==> config.mk <==
export PLATFORM = sky130hd
export DESIGN_NAME = ifetch_stage
export DESIGN_NICKNAME = d
export VERILOG_FILES = /design/src/rtl/ifetch_stage.sv
export SDC_FILE = /design/constraint.sdc
export NUM_CORES = 1
export LEC_CHECK = 0
export CAP_MARGIN = 10
export CORE_AREA = 10 10 139 154
export DETAILED_ROUTE_END_ITERATION = 7
export DIE_AREA = 0 0 149 164
export PLACE_DENSITY = 0.77
export SYNTH_ARGS = -nofsm -noshare
export SYNTH_HDL_FRONTEND = slang
export SYNTH_SLANG_ARGS = --single-unit
==> constraint.sdc <==
create_clock -name clk -period 10.1 [get_ports clk]
set_input_delay 2.02 -clock clk [delete_from_list [all_inputs] [get_ports clk]]
set_output_delay 2.02 -clock clk [all_outputs]
set_load 0.02 [all_outputs]
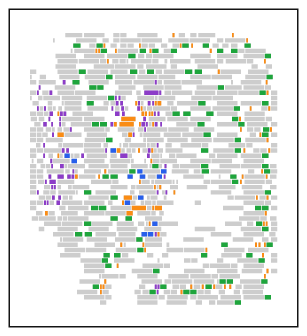
*Logic cells by family*
| colour | family | cells | most used |
|---|---|---|---|
| orange | nor cells | 93 | nor2_1 |
| blue | xor and xnor cells | 13 | xor2_1 |
| green | mux cells | 93 | mux2i_1 |
| purple | nand cells | 77 | nand2_1 |
Post-Layout Cell Count: 1045
multi-input logic portion of the cell area: 0.2115
most frequent logic cell in the layout: sky130_fd_sc_hd__edfxtp_1

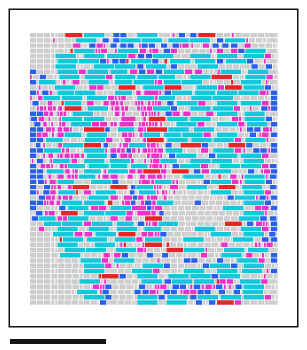
*Placed cells, one colour a class*
The bar under the picture is 50 um long. Fill, decap, tap and diode cells in grey.
| colour | class | cells | share of their area |
|---|---|---|---|
| red | clock drivers and dummy loads | 40 | 6.5% |
| cyan | registers | 224 | 57% |
| blue | remaining buffers and delay cells | 171 | 15% |
| magenta | remaining logic cells | 367 | 22% |
floorplan row count: 52
final non-filler cell area: 11800 um2
sequential cell area share: 0.5533
core region area: 18220 um2
fraction of the core area covered by cells at the end of the flow: 0.6478

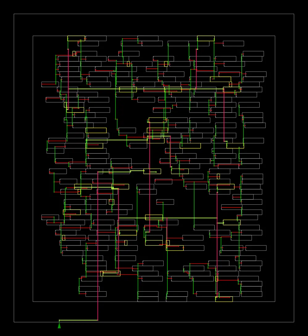
*Clock routing*
Clock Buffer Count: 27
Skew-Pair Late Insertion Delay: 0.50 ns

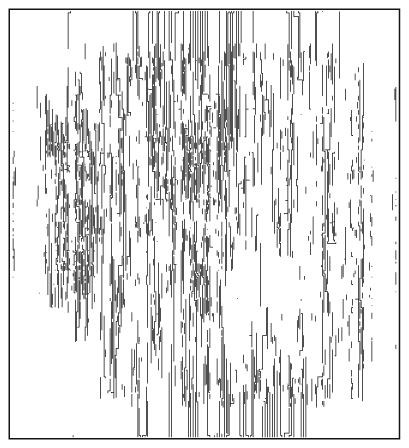
*The metal 2 layer*
main direction: vertical
wire length on this layer: 10600 um
longest straight run: 53.4 um
share of all routed wire: 51%
met2 track demand over resource: 0.2835
total routed wirelength: 20.55 mm
total via count after detailed routing: 5706

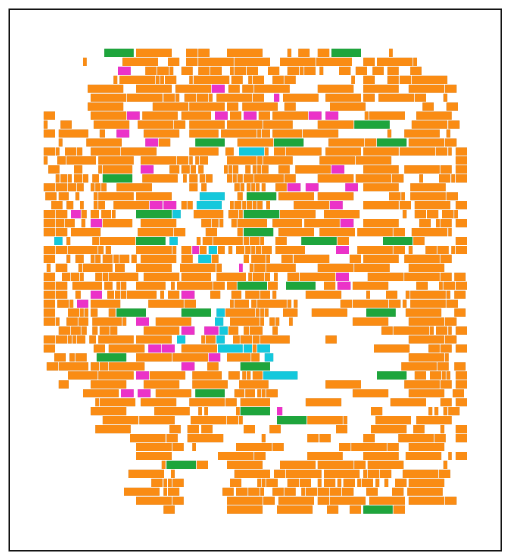
*Drive-strength map*
| colour | size | cells |
|---|---|---|
| cyan | x3 and x4 | 18 |
| orange | x1 and smaller | 717 |
| magenta | x2 | 40 |
| green | x6 and larger | 27 |
layout overhead on the synthesized area: 28.64%
count of plain and timing-repair buffers in the layout: 171

==> results.yml <==
# yosys + openroad results
final_timing:
  final_setup_viols: 0
  timing.final.hold_violations: 0
  fin_tns_setup_ns: 0
  layout_worst_path_cycle_share: 0.5948
  tightestPinTransition_ns: 1.129
  setup_repair_after_global_routing_missed_its_margin: "no"
  timing.fmax_mhz: 166.5
  timing.slew.headroom: 0.2476
  slew_violations: 0
  layout_setup_ws_ns: 4.093
  timing.final.crit_period_ns: 6.007
  fin_worst_skew_ns: 0.01486
cells_and_area:
  sequential_cell_area_um2: 6530
  design.seq.count: 224
  largest_register_ffs: 64
  nets: 861
  nFillCells: 1311
  logic_area_um2: 2496
  antenna_cells_inserted: 0
  post_route_cells_drive_above_1_share: 0.1060
  inverter_count: 9
  final-clk-cell-share: 0.06361
  largest_cell_class: "flip-flops and latches"
  bufAreaShareNonClock: 0.1429
  multi_input_comb_cells: 358
  mostFrequentLayoutCells: "sky130_fd_sc_hd__edfxtp_1, sky130_fd_sc_hd__clkdlybuf4s50_1, sky130_fd_sc_hd__nor2_1"
critical_path:
  critical_path.max_fanout: 45
  critPathRequiredTime_ns: 8.08
  reg2regPathDepth: 8
  timing.setup.critical_path_class: "input pin to primary output"
  r2r_slack_ns: 6.89
  setup.worst_path.end_class: "primary output"
  cp_data_arrival_time_ns: 3.99
  start_kind: "input pin"
job:
  max_cap_violations: 0
  tool_warnings: 28
grt:
  grt.met3_usage: 0.03441
  grt_util_all_layers: 0.1633
  grt.met1_usage: 0.1966
  globalRoute.totalOverflow: 0
  first_pass_grt_wire_length_mm: 31.88
  antenna_found_initial: 0
  grt_pass1_vias: 5913
  grt_max_degree: 64
  top_usage_layer: "met2"
pwr:
  power.ir.vdd_worst_mv: 0.1141
  power.net_switching_uw: 761.1
  power.share.switching: 0.2830
  internal_power_uw: 1928
  p_seq_frac: 0.448
  power.combinational.fraction: 0.239
  power.share.clock: 0.313
  static-leakage-power_uw: 0.004034
  powerDensity_nw_per_um2: 227.9
die:
  initial_utilization: 0.5036
  die_w_um: 149
  die_area_um2: 24440
  ios: 168
  die.size.y_um: 164
  number_of_tap_instances: 243
placed_design:
  io_buffer_count: 161
  replace_congestion: 0.8296
  dp_hpwl_mm: 13.58
  place_ws_ns: 4.104
routing:
  drt_pre_antenna_iters: 5
  post_dr_vias_cell: 5.460
  detail_route.iter0.violations: 288
  antenna_left: 0
  drt-wirelength-per-cell_um: 19.67
  route.detailed.drc: 0
synth:
  synth_area_leader_cell: "sky130_fd_sc_hd__edfxtp_1"
  postSynth.asyncResetShare: 0.1786
  ys_seq_frac: 0.7114
  synth.avg_cell_area_um2: 14.82
  yosysTopAreaCellShare: 0.6023
  synth.yosys.chip_area_um2: 9174
  dominantRegCellSynth: "sky130_fd_sc_hd__edfxtp_1"
  mappedNetlistArea_um2: 9174
  number_of_unique_standard_cell_types_used_by_synthesis: 56
  yosysCellCount: 619
  synth_dominant_cell_count: "sky130_fd_sc_hd__edfxtp_1"
  ys_top_cells_by_count: "sky130_fd_sc_hd__edfxtp_1, sky130_fd_sc_hd__nor2_1, sky130_fd_sc_hd__mux2i_1"
  yosys-top-cells-area: "sky130_fd_sc_hd__edfxtp_1, sky130_fd_sc_hd__dfrtp_1, sky130_fd_sc_hd__mux2i_1, sky130_fd_sc_hd__mux2_2, sky130_fd_sc_hd__nor2_1"
  enable_flop_cells: 184
  synth_flop_count: 224
  synth-warning-count: 0
  post_synth_inst_count: 619
hold_path:
  hold_path.class: "register to register"
  worstHoldPathCells: 1
clocking:
  clkTransAtPathRegs_ns: 0.06
  cts.htree.levels: 1
  cts.repair_timing.setup_buffer_count: 0
  cts_sinks: 224
  holdBufCountCts: 0
  postCtsResizedCells: 0
  tritoncts: "built"
  cts-buffers-inserted: 22
  cts-root-to-sink-buffers: 3
  clock-root-buffer: "sky130_fd_sc_hd__clkbuf_16"
outcome:
  run_status: "complete, no violations"
[power by group through the flow]
stage	Sequential (uW)	Clock, uW	Combinational [uW]
2_1_floorplan	1190	0	394
3_3_place_gp	1210	0	633
3_5_place_dp	1220	0	649
4_1_cts	1200	861	653
5_1_grt	1220	890	694
6_report	1200	843	642
[per-stage QoR]
stage / cell area [um2] / cells / hold WS, ns / total power, uW
floorplan: 9185 / 622 / 0.4604 / 1586
global placement: 11050 / 1005 / 0.4928 / 1848
detailed placement: 11050 / 1005 / 0.5132 / 1872
CTS: 11800 / 1045 / 0.5217 / 2719
global route: 11800 / 1045 / 0.5649 / 2801
finish: 11800 / 1045 / 0.5184 / 2689
[logic make-up after synthesis]
group                    Yosys count  share of synthesized area
flip-flops                       224                     0.7114
AND-OR/OR-AND                     59                    0.04569
adder cells (fa/ha/maj)            5                   0.007638
buffers and inverters             40                    0.01991
XOR/XNOR                          13                    0.01241
multiplexers                      93                     0.1056
AND/OR/NAND/NOR                  184                    0.09698
other                              1                  0.0004088
[per-layer routing]
metal / wire, um / vias up / share of wire
li1: - / 2648 / -
met1: 7927 / 2794 / 0.39
met2: 10580 / 228 / 0.51
met3: 1522 / 36 / 0.074
met4: 520 / 0 / 0.025
met5: 0 / - / 0
[critical path, cell delays in order]
cell and delay (ns):
sky130_fd_sc_hd__clkdlybuf4s50_1 0.40, sky130_fd_sc_hd__buf_4 0.29, sky130_fd_sc_hd__nor4_4 0.51, sky130_fd_sc_hd__clkdlybuf4s50_1 0.75
Power and IR drop assume default switching activity.
